==> config.mk <==
export PLATFORM = sky130hd
export DESIGN_NAME = id_ex_stage
export DESIGN_NICKNAME = d
export VERILOG_FILES = /design/src/rtl/mips_pkg.sv /design/src/rtl/wb_bypass_mux.sv /design/src/rtl/id_ex_stage.sv
export SDC_FILE = /design/constraint.sdc
export NUM_CORES = 1
export LEC_CHECK = 0
export CAP_MARGIN = 20
export CORE_ASPECT_RATIO = 1.75
export CORE_UTILIZATION = 27
export CTS_BUF_LIST = sky130_fd_sc_hd__clkbuf_8
export CTS_CLUSTER_DIAMETER = 200
export CTS_CLUSTER_SIZE = 16
export DETAILED_ROUTE_END_ITERATION = 12
export REMOVE_ABC_BUFFERS = 1
export SYNTH_ARGS = -nofsm -noshare
export SYNTH_HDL_FRONTEND = slang
export SYNTH_SLANG_ARGS = --single-unit
==> constraint.sdc <==
create_clock -name Clk -period 11.3 [get_ports Clk]
set_clock_uncertainty 0.05 [all_clocks]
set_input_delay 2.825 -clock Clk [delete_from_list [all_inputs] [get_ports Clk]]
set_output_delay 2.825 -clock Clk [all_outputs]
set_load 0.02 [all_outputs]
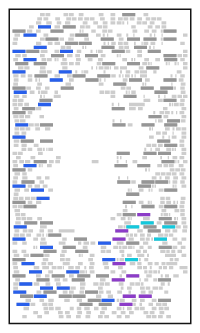
Fig. 1. Register map, names as in the netlist (run 1).
(1.5 px per um) Other sequential cells in the stronger gray, the rest of the logic in the fainter gray.
Ex_rs -> cyan  # flops 5
Ex_imm -> blue  # flops 32
Ex_ctrl -> purple  # flops 9
not colored = 107
Sequential Power: 0.618 mW
Storage cell area: 3830 um^2
final core occ: 0.448
fraction of area in registers: 0.357

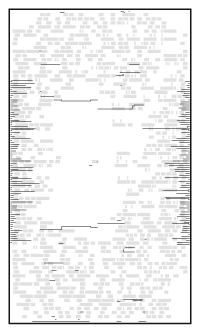
Fig. 2. The metal 3 layer (run 1).
(1.5 px per um)
share of all routed wire = 6.1%
nets with wire on the layer = 179
wire length on this layer = 1270 um
Global Route met3 Usage: 0.0466
via count: 5221
final WL: 20900 um

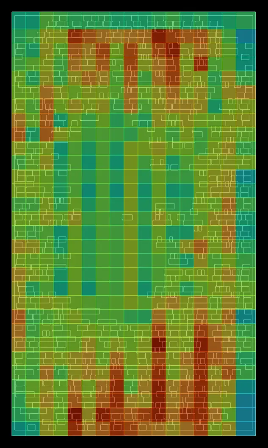
Fig. 3. Track usage over the die (run 1).
GR Layer Usage met1: 0.178
gr usage total: 0.171
most used routing layer: met2
routed len/inst: 17.7 um
M2 GR Usage: 0.312

==> changes_impl.md, run 1 <==
### Implementation results

- Cts bufs inserted: 17
- Worst-path fanout max: 11
- Pin count of the biggest net entering global routing: roughly 85
- Clk_lat worst skew: around 0.44 ns
- GR Overflow Total: 0
- Setup_tns: 0 ns
- # Cells Yosys: just over 500
- Share of cells above drive strength 1: 0.141
- Slowest CP cell: clkdlybuf4s50_1
- Avg Inst Size Synth: 12.8 um^2
- H-tree lvl count: 4
- Post_cts resized: 0
- Rows: about 75
- Crit. End Element: output port
- IO Port Bufs: ~350
- Cycle use final: 0.678
- Die area: ~25000 um^2
- Arr. time, crit path: roughly 4.8 ns
- Critical path required time: around 8.4 ns
- Flops & latches, synth: 153
- Post-synthesis cell area: around 6600 um^2
- Worst hold stages: 2
- Final weighted congestion in routability-driven placement: 0.828
- Crit start category: primary input
- Tool warnings: 25
- Post-layout net count: between 1000 and 1500
- Hold WC Path Type: reg2reg
- Clock root cell: clkbuf_8
- Final Hold Violating Endpoints: 0
- Die height: approximately 210 um
- Worst reg-to-reg path cell count: 4
- Yosys cell types: 26
- Rel. slew slack: 0.297
- Top cells, area: dfrtp_1 58%, mux2_2 14%, mux2i_1 9.7%
- I/O pins: 349
- DRT Pass-1 Iters: 4
- Vias/cell: ~4.4
- Final std cells w/o fill: about 1200
- Status: finished clean
- Mapped Cells: 513
- Yosys Chip Area: roughly 6600 um^2
- Final setup fails: 0
- Die W: 120 um
- Vias in the first global route: ~5600
- Clock Path Buffers: 2
- Hold_ws: roughly 0.43 ns
- Register-to-register setup slack: roughly 9.6 ns
- Initial antenna violation count: 1
- Tmin final: between 7 and 8 ns
- Leakage: 4.14 nW
- Core Footprint: 23900 um^2
- Most numerous cell on the critical path: clkdlybuf4s50_1
- Max rail drop VDD: between 0.07 and 0.08 mV
- # DRC: 0
- Placed insts: 1146
- Yosys top cell by area: dfrtp_1
- Area share, top type: 0.582
- Slew Limit Fails: 0
- Worst-path cell chain: clkdlybuf4s50_1 > xnor2_1 > nand3_1 > nor3_1 > o221ai_1 > buf_4 > inv_1 > clkdlybuf4s50_1
- Post-CTS setup buffer count: 0
- Antenna violation net count after detailed routing: 0
- Starting DRT DRC Count: 127
- # hold bufs at CTS: 0
- RSZ-0062 raised after global routing: no
- Power, Total: between 1 and 1.5 mW
- Synth warn: 0
- CTS tree: done
- WP depth: 8
- Synth Seq Share: 0.582
- FP Core Util: 0.275
- Slowest stage delay, CP: roughly 0.6 ns
- Layout area overhead: 62.9%
- Clk slew on worst S/H paths: around 0.070 ns
- Buf/Inv on CP: 4
-- run 1: worst register-to-register path, delay by kind of cell, from the launching register on --
kind            cells  cell delay [ns]
buf+inv             1             0.21
simple gates        1             0.56
compound gates      2             0.36
flops               1             0.46
-- run 1: final cells by class --
type | instances | area, um^2
flip-flops and latches | 153 | 3830
well taps | 308 | 385
clock buffers | 20 | 275
clock inverters | 10 | 104
fillers | 2303 | 13200
diodes | 1 | 2.50
multi-input cells | 326 | 2570
repair buffers | 356 | 3540
inverters | 3 | 16.3
-- run 1: placed cells by master (no fill, tap or decap), drive strengths merged, types with 2 or more instances in the layout --
master,instances
dfrtp,153
a32o,9
mux2,79
nand3,4
or4,2
clkbuf,20
nor2b,9
nor3,3
xor2,8
o21ai,65
clkdlybuf4s50,348
nor4,2
mux2i,64
clkinv,5
buf,8
inv,5
bufinv,2
xnor2,12
nand2,65
-- run 1: metal layers --
metal / vias to the layer above / part of all wire
li1: 2482 / -
met1: 2496 / 0.37
met2: 214 / 0.55
met3: 29 / 0.061
met4: 0 / 0.027
met5: - / 0
-- run 1: stage by stage --
step                      setup slack [ns]   util  area [um^2]
after global placement                3.62  0.432        10300
after floorplan                       1.37      -         6400
after global routing                  3.48  0.448        10700
after detailed placement              3.64  0.432        10300
final                                 3.64  0.448        10700
after CTS                             3.63  0.448        10700
-- run 1: power by group --
part	total (mW)	switching, mW	internal, mW
clock	0.413	0.204	0.209
combinational	0.326	0.147	0.179
sequential	0.618	0.0253	0.593
-- run 1: synth_stat cells (all sizes together) --
library cell / number
o221ai: 1
nand3: 4
o21ai: 65
and4: 1
xor2: 8
nor2: 1
nand2: 65
nor4: 2
buf: 21
mux2i: 64
clkbuf: 10
dfrtp: 153
a22o: 1
inv: 3
nor2b: 9
mux2: 79
xnor2: 12
a32o: 9
nor3: 3
or4: 2
-- run 1: cell families (layout without fill, tap and decap cells) --
group,count (synthesis),in the layout,synth area share
simple gates,87,87,0.0626
buf+inv,34,389,0.0289
other cells,0,1,0
compound gates,76,76,0.0675
flops,153,153,0.582
xor+xnor,20,20,0.0266
mux,143,143,0.233
Fig. 4: run 1, routed clock nets over the placement
(2 px per um)
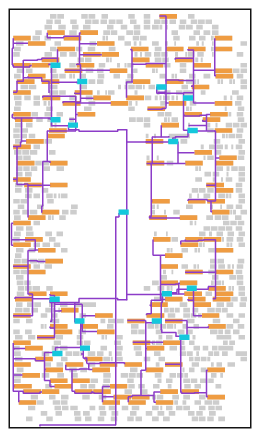

## Run 2: what changed since run 1
==> constraint.sdc (replaced) <==
create_clock -name Clk -period 7.31 [get_ports Clk]
set_clock_uncertainty 0.05 [all_clocks]
set_input_delay 1.8275 -clock Clk [delete_from_list [all_inputs] [get_ports Clk]]
set_output_delay 1.8275 -clock Clk [all_outputs]
set_load 0.02 [all_outputs]
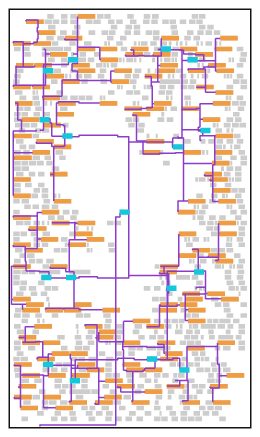
Fig. 5. Routed clock nets over the placement (run 2).
(2 px per um)
flip-flops -> orange  # count 153
clock drivers -> cyan  # count 17
clock wires -> purple  # length 2280 um
routed clock nets = 18
clock share of power: 0.343
clk_lat worst skew: 0.47 ns

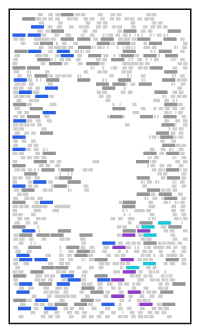
Fig. 6. Register map, names as in the netlist (run 2).
(1.5 px per um) Other sequential cells in the stronger gray, the rest of the logic in the fainter gray.
Ex_rs -> cyan  # flops 5, where lower right
Ex_ctrl -> purple  # flops 9
Ex_imm -> blue  # flops 32
not colored = 107
fraction of area in registers: 0.354
final core occ: 0.452
Sequential Power: 0.955 mW

==> changes_impl.md, run 2 <==
### Implementation results

- Tmin final: between 5 and 6 ns
- Cycle use final: 0.809
- Psw: 0.612 mW
- FP Core Util: 0.275
- Layout area overhead: 64.3%
- # DRC: 0
- Power, Total: about 2.2 mW
- Max rail drop VDD: about 0.23 mV
- Post-synth EDFFs: 0
- Most frequent cells in the layout: 348 x clkdlybuf4s50_1, 153 x dfrtp_1, 79 x mux2_2, 65 x nand2_1, 64 x mux2i_1
- Leakage: 4.16 nW
- Starting DRT DRC Count: between 150 and 200
- Sink Count: ~150
- Die W: between 100 and 150 um
- Critical path required time: ~5.4 ns
- FFs w/ async S/R, synth: 1.00
- Vias in the first global route: 5577
- Slew Limit Fails: 0
- Setup_tns: 0 ns
- Post-DP Area: around 10000 um^2
- Clock Path Buffers: 2
- IO Port Bufs: roughly 350
- Clock root cell: clkbuf_8
- CTS tree: done
- Worst reg-to-reg path cell count: 3
- Yosys cell types: 26
- Crit. End Element: output port
- RSZ-0062 raised after global routing: no
- Synth warn: 0
- Register-to-register setup slack: between 5 and 6 ns
- Status: finished clean
- # hold bufs at CTS: 0
- H-tree lvl count: 4
- Tool warnings: 27
- Arr. time, crit path: 4.04 ns
- Commonest Layout Cell: clkdlybuf4s50_1
- GR Overflow Total: 0
- I/O pins: around 350
- Routed len/inst: 17.7 um
- Rows: 75
- # Cells Yosys: a little over 500
- Rel. slew slack: 0.352
- Synth Seq Share: 0.582
- Post_cts resized: 0
- Post-CTS setup buffer count: 0
- Antenna violation net count after detailed routing: 0
- Core Footprint: roughly 24000 um^2
- Most common cell in the netlist: dfrtp_1
- Worst hold stages: 2
- Pin count of the biggest net entering global routing: between 150 and 200
- Pint: roughly 1.6 mW
- Die area: ~25000 um^2
- Mapped Cells: 513
- Area share, top type: 0.582
- Pre-CTS WS: between 1 and 1.5 ns
- Share of cells above drive strength 1: 0.143
- Die height: ~210 um
- Sw frac: 0.275
- Seq pwr share: 0.430
- Post-layout net count: 1050
- Top cells by count: 153 x dfrtp_1, 79 x mux2_2, 65 x nand2_1
- Via count: 5195
- Cts bufs inserted: 17
- Post-synthesis cell area: about 6600 um^2
- Crit start category: primary input
- Clk slew on worst S/H paths: 0.08 ns
- Worst setup margin: 1.40 ns
- Hold WC Path Type: reg2reg
- Worst-path fanout max: 11
- Final setup fails: 0
- Top cells, area: dfrtp_1 58%, mux2_2 14%, mux2i_1 9.7%
- Yosys top cell by area: dfrtp_1
- DRT Pass-1 Iters: 4
- Final WL: ~21000 um
- Final Hold Violating Endpoints: 0
- Logic pwr share: 0.227
- Avg Inst Size Synth: 12.8 um^2
- Vias/cell: roughly 4.4
- Main flop type: dfrtp_1
- Initial antenna violation count: 2
- Final weighted congestion in routability-driven placement: ~0.83
- Gr usage total: 0.172
- Yosys Chip Area: ~6600 um^2
- Flops & latches, synth: ~150
run 2: cell counts after synthesis:
Identical to the previous run, type by type.
run 2: power groups by stage:
stage          registers, mW  clock network (mW)  logic [mW]
6_report               0.955               0.762       0.506
5_1_grt                0.965               0.827       0.538
2_1_floorplan           1.06                   0       0.129
3_3_place_gp           0.970                   0       0.511
3_5_place_dp           0.972                   0       0.512
4_1_cts                0.956               0.795       0.514
run 2: metal layers:
layer / share of wire / vias up / track usage
met5: 0 / - / 0
li1: - / 2478 / -
met3: 0.060 / 29 / 0.0513
met4: 0.028 / 0 / 0.0828
met2: 0.53 / 201 / 0.306
met1: 0.38 / 2487 / 0.183
run 2: cells by family after synthesis:
| logic type | count (synthesis) | synth area share |
|---|---|---|
| AND-OR/OR-AND | 76 | 0.0675 |
| XOR/XNOR | 20 | 0.0266 |
| buffers and inverters | 34 | 0.0289 |
| flip-flops | 153 | 0.582 |
| multiplexers | 143 | 0.233 |
| AND/OR/NAND/NOR | 87 | 0.0626 |
run 2: cell type report:
type	count	area, um^2
Fill cell	2298	13100
Sequential cell	153	3830
Timing Repair Buffer	354	3540
Multi-Input combinational cell	326	2570
Tap cell	308	385
Clock buffer	18	248
Clock inverter	14	219
Inverter	3	16.3
Antenna cell	2	5.00
run 2: through the flow:
| step | hold WS [ns] | util | std cells |
|---|---|---|---|
| 4_1_cts | 0.442 | 0.452 | 1176 |
| 3_3_place_gp | 0.416 | 0.432 | 1144 |
| 3_5_place_dp | 0.421 | 0.432 | 1144 |
| 5_1_grt | 0.467 | 0.452 | 1178 |
| 2_1_floorplan | 0.540 | - | 482 |
| 6_report | 0.437 | 0.452 | 1178 |
run 2: worst max-delay path, cell delays in order:
cell,delay (ns)
clkdlybuf4s50_1,0.55
xnor2_1,0.14
nand3_1,0.08
nor3_1,0.20
o221ai_1,0.47
inv_1,0.15
clkdlybuf4s50_1,0.61
Power is estimated from default activity; no workload was simulated.
